Figure 1. Signal metal coverage by tile (run 1).
(4 px per um) 17 x 17 tiles, from black (low) to pale yellow (high), scaled to the fullest tile. Values are wire area over tile area, all layers added.
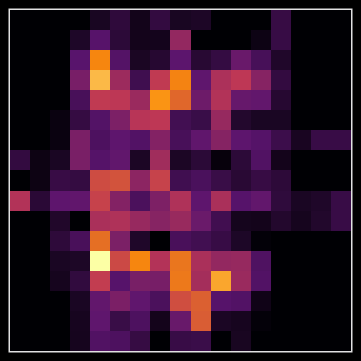
Figure 2. Cells by drive strength (run 1).
(6 px per um)
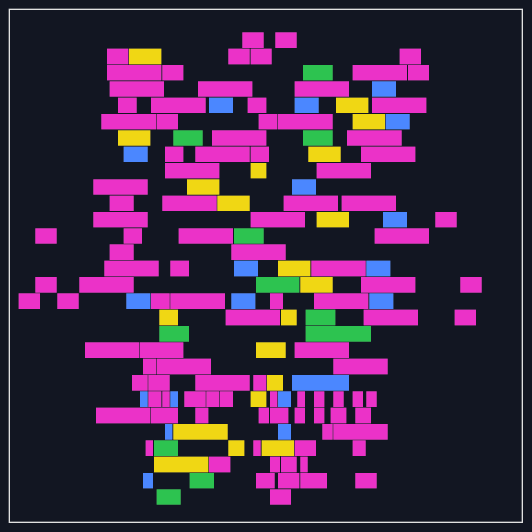
Figure 3. Sequential cells coloured by netlist name (run 1).
(4 px per um) Other sequential cells in the stronger grey, the rest of the logic in the fainter grey.
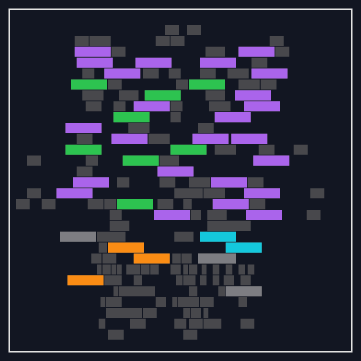
Figure 4. Clock wiring as the flow saved it (run 1).
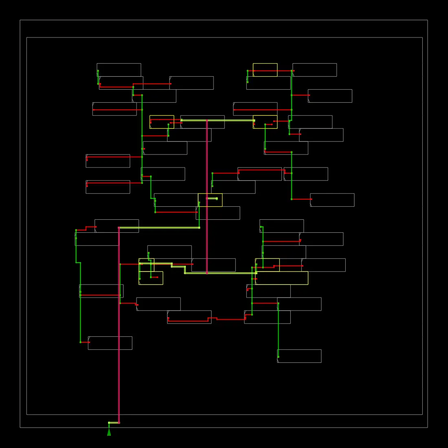
`src/rtl/q_flop_pipe_pkg.sv`:
```
// ============================================================================
// Module : q_pipe_pkg
// Brief  : Shared types and helpers for the Q-flop pipeline.
// Rev    : 1.0 - initial release
// ============================================================================
`default_nettype none

package q_pipe_pkg;

    typedef enum logic [1:0] {
        EMPTY    = 2'd0,
        SETTLING = 2'd1,
        READY    = 2'd2
    } q_state_e;

    // Settle counter width; never narrower than one bit.
    function automatic int cnt_width(input int settle);
        return (settle < 1) ? 1 : $clog2(settle + 1);
    endfunction

    function automatic int unsigned popcount(input logic [31:0] v);
        int unsigned n;
        n = 0;
        for (int i = 0; i < 32; i++) begin
            n = n + 32'(v[i]);
        end
        return n;
    endfunction

endpackage

`default_nettype wire

```
`src/rtl/q_flop_pipe_stage.sv`:
```
// ============================================================================
// Module : q_stage
// Brief  : One Q-flop stage: data word plus valid bit, loaded on a Q-clock tick.
// Rev    : 1.0 - initial release
// ============================================================================
`default_nettype none

module q_stage #(
    parameter int WIDTH = 8
) (
    input  logic             clk,
    input  logic             rst,
    input  logic             shift,
    input  logic             clear,
    input  logic [WIDTH-1:0] d,
    input  logic             v,
    output logic [WIDTH-1:0] q,
    output logic             qv
);

    logic [WIDTH-1:0] r_data;
    logic             r_valid;

    // clear only drops the valid bit; the word itself is left in place.
    always_ff @(posedge clk or negedge rst) begin
        if (!rst) begin
            r_data  <= '0;
            r_valid <= 1'b0;
        end else begin
            if (shift) begin
                r_data <= d;
            end
            if (clear) begin
                r_valid <= 1'b0;
            end else if (shift) begin
                r_valid <= v;
            end
        end
    end

    assign q  = r_data;
    assign qv = r_valid;

endmodule

`default_nettype wire

```
`src/rtl/q_flop_pipe.sv`:
```
// ============================================================================
// Module : q_flop_pipe
// Brief  : DEPTH-stage Q-flop pipeline with Q-clock controller and handshakes.
// Rev    : 1.0 - initial release
// ============================================================================
`default_nettype none

module q_flop_pipe
    import q_pipe_pkg::*;
#(
    parameter int WIDTH  = 8,
    parameter int DEPTH  = 4,
    parameter int SETTLE = 2
) (
    input  logic                       clk,
    input  logic                       rst,
    input  logic                       flush,
    input  logic [WIDTH-1:0]           in_data,
    input  logic                       in_valid,
    output logic                       in_ready,
    output logic [WIDTH-1:0]           out_data,
    output logic                       out_valid,
    input  logic                       out_ready,
    output logic                       ack_all,
    output logic [$clog2(DEPTH+1)-1:0] occupancy
);

    localparam int                 c_CNT_W      = cnt_width(SETTLE);
    localparam int                 c_OCC_W      = $clog2(DEPTH + 1);
    localparam logic [c_CNT_W-1:0] c_SETTLE_LD  = c_CNT_W'(SETTLE);
    localparam logic [c_CNT_W-1:0] c_CNT_ONE    = c_CNT_W'(1);
    localparam bit                 c_HAS_SETTLE = (SETTLE > 0);

    q_state_e           r_state;
    q_state_e           w_state_nxt;
    logic [c_CNT_W-1:0] r_cnt;
    logic [c_CNT_W-1:0] w_cnt_nxt;

    logic [DEPTH-1:0]   w_valid;
    logic [WIDTH-1:0]   w_data [DEPTH];
    logic [DEPTH-1:0]   w_clear;
    logic [WIDTH-1:0]   w_head_d;

    logic w_tail_free;
    logic w_body_busy;
    logic w_out_valid;
    logic w_adv;
    logic w_in_ready;
    logic w_xfer_tail;

    assign w_tail_free = !w_valid[DEPTH-1] || out_ready;
    assign w_body_busy = |w_valid[DEPTH-2:0];
    assign w_out_valid = w_valid[DEPTH-1] && (r_state == READY);
    assign w_head_d    = in_valid ? in_data : '0;

    always_ff @(posedge clk or negedge rst) begin
        if (!rst) begin
            r_state <= EMPTY;
            r_cnt   <= '0;
        end else begin
            r_state <= w_state_nxt;
            r_cnt   <= w_cnt_nxt;
        end
    end

    always_comb begin
        w_adv       = 1'b0;
        w_in_ready  = 1'b0;
        w_xfer_tail = 1'b0;
        w_state_nxt = r_state;
        w_cnt_nxt   = r_cnt;
        if (flush) begin
            w_state_nxt = EMPTY;
            w_cnt_nxt   = '0;
        end else begin
            case (r_state)
                EMPTY: begin
                    w_in_ready = 1'b1;
                    w_adv      = in_valid;
                end
                READY: begin
                    w_in_ready = w_tail_free;
                    w_adv      = w_tail_free && (in_valid || w_body_busy);
                end
                SETTLING: begin
                    w_cnt_nxt = r_cnt - c_CNT_ONE;
                    if (r_cnt <= c_CNT_ONE) begin
                        w_state_nxt = READY;
                        w_cnt_nxt   = '0;
                    end
                end
                default: begin
                    w_state_nxt = EMPTY;
                end
            endcase

            // An advance always leaves at least one valid stage behind it.
            w_xfer_tail = w_out_valid && out_ready && !w_adv;
            if (w_adv) begin
                if (c_HAS_SETTLE) begin
                    w_state_nxt = SETTLING;
                    w_cnt_nxt   = c_SETTLE_LD;
                end else begin
                    w_state_nxt = READY;
                end
            end else if (w_xfer_tail) begin
                w_state_nxt = w_body_busy ? READY : EMPTY;
            end
        end
    end

    for (genvar i = 0; i < DEPTH; i++) begin : g_stage
        assign w_clear[i] = flush || ((i == DEPTH - 1) && w_xfer_tail);
        if (i == 0) begin : g_head
            q_stage #(.WIDTH(WIDTH)) u_stage (
                .clk   (clk),
                .rst   (rst),
                .shift (w_adv),
                .clear (w_clear[i]),
                .d     (w_head_d),
                .v     (in_valid),
                .q     (w_data[i]),
                .qv    (w_valid[i])
            );
        end else begin : g_body
            q_stage #(.WIDTH(WIDTH)) u_stage (
                .clk   (clk),
                .rst   (rst),
                .shift (w_adv),
                .clear (w_clear[i]),
                .d     (w_data[i-1]),
                .v     (w_valid[i-1]),
                .q     (w_data[i]),
                .qv    (w_valid[i])
            );
        end
    end

    assign in_ready  = w_in_ready;
    assign out_valid = w_out_valid;
    assign out_data  = w_data[DEPTH-1];
    assign ack_all   = (r_state != SETTLING);
    assign occupancy = c_OCC_W'(popcount(32'(w_valid)));

endmodule

`default_nettype wire

```
`config.mk`:
```
export PLATFORM = sky130hd
export DESIGN_NAME = q_flop_pipe
export DESIGN_NICKNAME = d
export VERILOG_FILES = /design/src/rtl/q_flop_pipe_pkg.sv /design/src/rtl/q_flop_pipe_stage.sv /design/src/rtl/q_flop_pipe.sv
export SDC_FILE = /design/constraint.sdc
export NUM_CORES = 1
export LEC_CHECK = 0
export ABC_CLOCK_PERIOD_IN_PS = 2700
export CORE_UTILIZATION = 25
export CTS_CLUSTER_SIZE = 28
export DETAILED_ROUTE_END_ITERATION = 6
export PLACE_DENSITY = 0.47
export SETUP_SLACK_MARGIN = 0.4
export SYNTH_ARGS = -nofsm -noshare
export SYNTH_HDL_FRONTEND = slang
export SYNTH_SLANG_ARGS = --single-unit
```
`constraint.sdc`:
```
create_clock -name clk -period 2.7 [get_ports clk]
set_clock_uncertainty 0.2 [all_clocks]
set_input_delay 0.54 -clock clk [delete_from_list [all_inputs] [get_ports clk]]
set_output_delay 0.54 -clock clk [all_outputs]
set_load 0.01 [all_outputs]
```
==> summary.txt, run 1 <==
Results of the implementation run.

The CTS buffer count came out at 5. The peak clock frequency supported by timing came out at 390.6 MHz. The post-synthesis instance total came out at 120.

Measured against the total synthesized area, the mux share comes to 19.49%. The number of input and output port buffers inserted came out at 26. The share of flip-flops with an asynchronous set or reset came out at 100.0%.

The via count of the first global-routing pass came to 1076. The number of nets handed over by synthesis was 137. For the finished layout, the period the worst path requires is 2.560 ns.

The number of max-slew violations in the final report is 0. The top cell type by instance count after synthesis is dfrtp_1. Setup repair after global routing could not meet its margin everywhere.

The highest net fanout along the worst path came out at 2. The residual antenna-violating net count after detailed routing came out at 0. The flow ran to the end, and the final reports show no timing, DRC or antenna violations. The number of nets at the end of the flow came out at 170. The yosys synthesis warning count came out at 0.

The setup slack of the most critical reg-to-reg path came out at 0.56 ns. TritonCTS built the clock tree. Counting buffers and inverters, the worst setup path is 6 cells deep. Endpoints failing hold in the final report were tallied at 0. The per-cell via count in the routed design came out at 4.355.

At the worst endpoint, the arrival time is 1.82 ns. The global route total overflow is 0. The share of layout cells above drive strength 1 came out at 32.47%. The share of synthesized area in the top cell type comes to 57.76%.

The switching power total came out at 0.4534 mW. The source-to-sink clock delay at the later pin of the worst-skew pair came out at 0.29 ns. The beginning of the worst register-to-register path is g_stage[1].g_body.u_stage.qv$_DFFE_PN0P_.

Broken down by cell family, the worst path's largest delay share belongs to adder cells. The worst path required time is 1.96 ns. The total power divided by cell area is 823.7 mW/mm^2. In this run the worst setup path terminates at occupancy[1]. The post-synth count of flops with an enable pin is 0. The violation tally from detailed-route iteration zero is 61. The slew at the pin closest to its max-slew limit came out at 0.8937 ns. Per the CTS log, the buffer count on the longest clock path is 2. The sequential area share after synthesis came out at 57.76%.

The number of hold buffers added after CTS was 0. The clock share of power is 27.6%. Looking at the reg2reg group, the worst path ends at g_stage[3].g_body.u_stage.q[7]$_DFFE_PN0P_. The tree is rooted in a clkbuf_8.

The longest incremental delay of any stage on the critical path is reported as 0.56 ns. The simple-gate share of the synthesized area came out at 6.570%. The post-place instance area is 0.002085 sq mm. The count of placed standard cells in the final layout, fillers left out is 231. The number of instances in the placed design came out at 223. In this run the core area contains 29 standard-cell rows. The post-synthesis average cell area came out at 14.44 sq um. The switching part of the total power came out at 24.60%. The maximum number of pins on one net before global-route repair came out at 41. The count of endpoints failing setup in the final report is 0.

The critical-path cell with the highest stage delay is fa_1. The count of unresolved DRC violations after routing came out at 0. IR analysis of the VDD net gives a maximum drop of 0.2481 mV. The chip area line of the yosys report came out at 0.001733 sq mm.

Tracing the worst setup path back leads to its startpoint at g_stage[0].g_head.u_stage.qv$_DFFE_PN0P_. The share of total power dissipated in sequential elements is 47.1%. The core utilization before placement came out at 26.53%. Grouping non-sequential cells by family puts the most area in multiplexers. After synthesis, the cell types taking the most area are dfrtp_1 58%, mux2_4 8.7%, mux2_2 7.8%. The die width came out at 85.26 um.

For this run, the detailed router's first-pass iteration total came to 4. The depth of the most critical reg-to-reg path is 7. Detailed placement ended at an HPWL of 2157 um. The static leakage came out at 1.020 nW. Per STA, the worst path is made up of inv_2 -> fa_1 -> inv_2 -> ha_4 -> ha_4 -> buf_6. Of the total synthesized cell area, the portion taken by AND-OR and OR-AND cells is 8.448%.

The clock slew seen by the registers of the worst setup and hold paths came out at 0.08 ns. The nature of the critical path startpoint is a flop. Cell internal power was estimated by the tool at 1.389 mW.

The final antenna diode tally reported by the flow is 0. After synthesis, the design contains 120 cells according to Yosys. The final design area excluding fillers came out at 0.002237 sq mm.

The weighted congestion at the end of routability-driven global placement is 0.8390. Summed over all instances, the cell type with the most area after synthesis is dfrtp_1. The die span in y came out at 85.26 um.

The part of the total power dissipated in combinational logic came out at 25.2%. The final clock period utilization by the worst path is 94.82%.
About Figure 1:
densest ninth of the die: south
fullest tile: 0.38
mean over tiles: 0.066
nearly empty tiles: 35%
emptiest ninth of the die: south-east
routed wire length per instance: 13.32 um
number of vias in the routed layout: 1006
final wirelength: 3076 um
GRT Resource Usage Total: 9.797%

About Figure 2:
legend:
  _0 and _1 cells:
    colour: magenta
    cells: 104
    share: 68%
  _6 and larger:
    colour: green
    cells: 11
    share: 7.1%
  _2 cells:
    colour: blue
    cells: 19
    share: 12%
  _3 and _4 cells:
    colour: yellow
    cells: 20
    share: 13%
Synth-to-Final Area Change: 29.10%
layout buffer count excluding clock buffers: 32

About Figure 3:
legend:
  r_cnt:
    colour: cyan
    sequential_cells: 2
  g_stage.g_head.u_stage.q:
    colour: green
    sequential_cells: 8
  g_stage.g_body.u_stage.qv:
    colour: orange
    sequential_cells: 3
  g_stage.g_body.u_stage.q:
    colour: purple
    sequential_cells: 24
not coloured: 3

About Figure 4:
Clock Sinks: 40
seq_cells: 40

## run 1: per-stage QoR
stage	setup WS [ns]	hold slack, ns	utilization [%]	total power, mW	setup TNS (ns)
floorplan	0.5457	0.04441	-	1.131	0
global placement	0.04565	0.2702	31.92	1.333	0
detailed placement	-0.006208	0.2797	31.92	1.352	-0.006208
CTS	0.1305	0.1946	34.20	1.870	0
global route	0.04216	0.2288	34.25	1.957	0
finish	0.1400	0.1673	34.25	1.843	0
## run 1: cells in the final DEF, fill, tap and decap left out, types with 3 or more instances in the layout
cell             count
o21ai_0              4
clkbuf_8             6
nand2b_1             6
mux2i_1              3
clkdlybuf4s50_1     20
buf_4                5
buf_6                3
nor2_1               4
a22o_1               8
dfrtp_1             39
a21oi_1              4
mux2_2              12
mux2_4              10
inv_2                3
## run 1: sequential cells by signal, summed over array words and instances (netlist names)
signal	count
g_stage.g_head.u_stage.qv	1
r_cnt	2
g_stage.g_body.u_stage.qv	3
g_stage.g_head.u_stage.q	8
r_state	2
g_stage.g_body.u_stage.q	24
## run 1: layout make-up
class	instances	area, sq um
timing repair buffer	32	317.8
inverter	5	18.77
multi-input combinational	69	680.7
tap	77	96.34
clock inverter	2	38.79
fill	660	4294
sequential	40	1002
clock buffer	6	82.58
## run 1: routing by layer
layer | GRT usage, % | up-vias | share of wire, %
met4 | 5.000 | 0 | 2.3
met3 | 3.307 | 5 | 3.5
met5 | 0 | - | 0
met2 | 15.03 | 16 | 47
li1 | - | 486 | -
met1 | 12.32 | 499 | 47
## run 1: power groups by stage
stage,clock (mW),sequential (mW),combinational [mW]
floorplan,0,0.886,0.245
global route,0.557,0.896,0.504
CTS,0.523,0.874,0.473
global placement,0,0.876,0.458
finish,0.509,0.869,0.465
detailed placement,0,0.886,0.466
==> run 2: changes to the inputs <==
- CORE_ASPECT_RATIO: default -> 1.75
- TNS_END_PERCENT: default -> 1
Figure 5. Cells by drive strength (run 2).
(6 px per um)
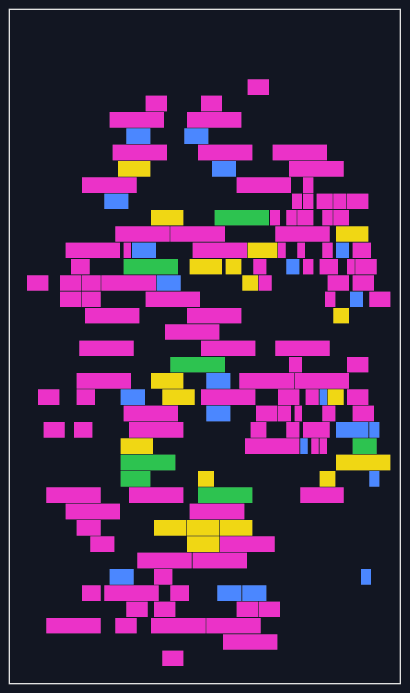
legend:
  _0 and _1 cells:
    colour: magenta
    cells: 106
    share: 69%
  _3 and _4 cells:
    colour: yellow
    cells: 19
    share: 12%
  _6 and larger:
    colour: green
    cells: 7
    share: 4.6%
  _2 cells:
    colour: blue
    cells: 21
    share: 14%

==> run 2 against run 1 <==
Net effect: worst setup slack improved by 0.032 ns; count of clock-buffer cells in the layout up 1; clock power up 17%; sequential share of layout area grew 0.12 points; maximum frequency grew 1.3%; global-route usage up 0.15 points; final area down 0.39%; critical path type unchanged; total power increased by 4.3%; non-clock buffer count down 1; critical path depth is the same; hold slack improved by 0.014 ns; synthesized area stayed put.
==> summary.txt, run 2 <==
Results of the implementation run.

Ranked by total cell area, the synthesized netlist is headed by dfrtp_1 58%, mux2_4 8.7%, mux2_2 7.8%. The share of the core filled with cells in the final layout is 33.83% (-0.43 points). The peak clock frequency supported by timing is 395.5 MHz (+1.3%). The violation tally from detailed-route iteration zero is 29 (-52%). The detail-routed net length per standard cell is 13.17 um (-1.1%).

The overall routed net length came out at 3095 um (+0.62%). The critical register-to-register path endpoint is g_stage[3].g_body.u_stage.q[6]$_DFFE_PN0P_. The placement row count is 39 (+34%). The yosys synthesis warning count is 0 (unchanged). The die span in y came to 112.1 um (+32%). The final design area excluding fillers is 0.002228 sq mm (-0.39%). The hold buffer count at cts came to 0 (unchanged). The first-pass iteration count of the detailed router came out at 3 (-1).

The number of enable-type register cells in the synthesized netlist came to 0 (unchanged). The maximum number of pins on one net before global-route repair is 41 (unchanged). The depth of the most critical reg-to-reg path is 8 (+1). The post-place instance area came out at 0.002063 sq mm (-1.0%). The worst hold margin came out at 0.1817 ns (+0.01433 ns). The most instantiated logic cell after routing is dfrtp_1. The pre-CTS worst setup slack is 0.02473 ns (+0.03093 ns).

The count of unresolved DRC violations after routing came out at 0 (unchanged). The CTS buffer count is 5 (unchanged). The via count of the first global-routing pass came out at 1109 (+3.1%). The post-synthesis instance total came out at 120 (unchanged).

The chip area line of the yosys report is 0.001733 sq mm (unchanged). The signal arrival time at the worst endpoint is 1.79 ns (-0.03 ns). The final tally of hold violations was 0 (unchanged). The number of max-slew violations in the final report came out at 0 (unchanged). The number of vias in the routed layout is 1011 (+0.50%). The synthesized netlist net count is 137 (unchanged). The number of instances in the placed design came out at 226 (+1.3%). The count of placed standard cells in the final layout, fillers left out is 235 (+1.7%).

The slew at the pin closest to its max-slew limit is 0.8754 ns (-0.01829 ns). For this design, the slowest cell found on the critical path is fa_1. The CTS sink count is 40 (unchanged).

The clock period minus worst slack is 2.528 ns (-0.03161 ns). The sequential area share after synthesis came to 57.76% (unchanged). The global route total overflow came out at 0 (unchanged). The total chip power came out at 1.921 mW (+4.3%). The stage delay of the slowest cell on the critical path came out at 0.53 ns (-0.03 ns). Compared with the post-synthesis result, the final layout area differs by 28.59%.

The capturing element type of the critical path is an output port. The source-to-sink clock delay at the later pin of the worst-skew pair came out at 0.28 ns (about the same). The die width is 64.94 um (-24%).

The weighted congestion at the end of routability-driven global placement was 0.7366 (-12%). The number of antenna cells inserted came out at 0 (unchanged). The flow ran to the end, and the final reports show no timing, DRC or antenna violations. The per-cell via count in the routed design was 4.302 (-1.2%).

The number of input and output port buffers inserted was 26 (unchanged). The highest net fanout along the worst path is 2 (unchanged). The total routing resource utilization after global routing was 9.946% (+0.15 points). The setup slack of the most critical reg-to-reg path was 0.51 ns (-0.05 ns). Among cell families on the critical path, the largest total delay comes from adder cells.

The number of nets at the end of the flow is 169 (-0.59%). The top cell type's share of synthesized area came to 57.76% (unchanged). The CTS tree is done. The post-synthesis average cell area is 14.44 sq um (unchanged).

Summed over all instances, the cell type with the most area after synthesis is dfrtp_1. The count of endpoints failing setup in the final report came to 0 (unchanged). The deepest clock path buffer count is 2 (unchanged). STA classifies the critical path startpoint as a flop. The first-pass GRT wire length is 5395 um.

The most frequently used library cell after synthesis is dfrtp_1. In the layout the commonest cells are 40 x dfrtp_1, 21 x clkdlybuf4s50_1, 12 x mux2_2, 10 x mux2_4, 8 x a22o_1. The worst path required time is 1.96 ns (about the same).

The total power divided by cell area came out at 862.2 mW/mm^2 (+4.7%). The final clock period utilization by the worst path was 93.64% (-1.2 points). Listed in order, past its start point the critical path passes inv_2 -> fa_1 -> inv_1 -> ha_2 -> ha_4 -> buf_6.

The residual antenna-violating net count after detailed routing came out at 0 (unchanged). The core utilization before placement was 26.31% (-0.23 points). The sum of negative setup slack was 0 ns (unchanged).

The beginning of the worst register-to-register path is g_stage[0].g_head.u_stage.qv$_DFFE_PN0P_. Setup repair after global routing could not meet its margin everywhere. The flip-flop count of the largest register, all copies and words added is 24 (unchanged). The setup path with the least slack is of type reg2out. The root buffer selected by CTS is clkbuf_16. The worst setup slack after layout was 0.1716 ns (+0.03161 ns). The number of standard cells reported by yosys is 120 (unchanged). By count the netlist is led by 40 x dfrtp_1, 12 x mux2_2, 10 x mux2_4, 8 x a22o_1, 6 x nand2b_1. The share of flip-flops with an asynchronous set or reset is 100.0% (unchanged). The clock slew seen by the registers of the worst setup and hold paths is 0.06 ns (-0.02 ns). The share of layout cells above drive strength 1 came out at 30.72% (-1.7 points). The static leakage is 1.001 nW (-1.8%).

The worst vdd rail ir drop came out at 0.3339 mV (+35%).
run 2: cell counts after synthesis:
Identical to the previous run, type by type.
run 2: power by group:
group / internal (mW) / switching, mW
clock network: 0.368 / 0.225
registers: 0.776 / 0.0966
logic: 0.304 / 0.151
total: 1.45 / 0.473
run 2: final cells by class:
type,count,area [sq um]
Tap cell,82,102.6
Clock buffer,7,142.6
Multi-Input combinational cell,69,673.1
Inverter,5,18.77
Fill cell,670,4359
Sequential cell,40,1001
Clock inverter,1,7.507
Timing Repair Buffer,31,282.8
run 2: what timing repair did:
action                                  4_1_cts  5_1_grt
setup buffers                                 1        0
gates resized                                17        1
pin swaps                                     2        0
gates cloned                                  0        0
endpoints found under the setup margin        4       15
run 2: worst max path at each step:
stage,start,endpoint,slack [ns],cells after the start
floorplan,g_stage[0].g_head.u_stage.qv$_DFFE_PN0P_,occupancy[1],0.55,5
global placement,g_stage[0].g_head.u_stage.qv$_DFFE_PN0P_,occupancy[1],0.06,6
global route,g_stage[3].g_body.u_stage.qv$_DFFE_PN0P_,occupancy[1],0.11,6
detailed placement,g_stage[0].g_head.u_stage.qv$_DFFE_PN0P_,occupancy[1],0.02,6
CTS,g_stage[3].g_body.u_stage.qv$_DFFE_PN0P_,occupancy[1],0.16,6
finish,g_stage[3].g_body.u_stage.qv$_DFFE_PN0P_,occupancy[1],0.17,6
run 2: cells by family after synthesis:
kind of cell / Yosys count / synth area share [%]
AND-OR/OR-AND: 20 / 8.448
adder cells (fa/ha/maj): 4 / 3.322
AND/OR/NAND/NOR: 18 / 6.571
buffers and inverters: 11 / 4.405
multiplexers: 27 / 19.49
flip-flops: 40 / 57.76
run 2: routing by layer:
layer  wire length (um)  track usage (%)
met1               1317            11.29
met2               1583            16.74
met3                115            2.134
met4                 79            5.778
met5                  0                0
No activity file was given, so power comes from the tool's default toggle rates.
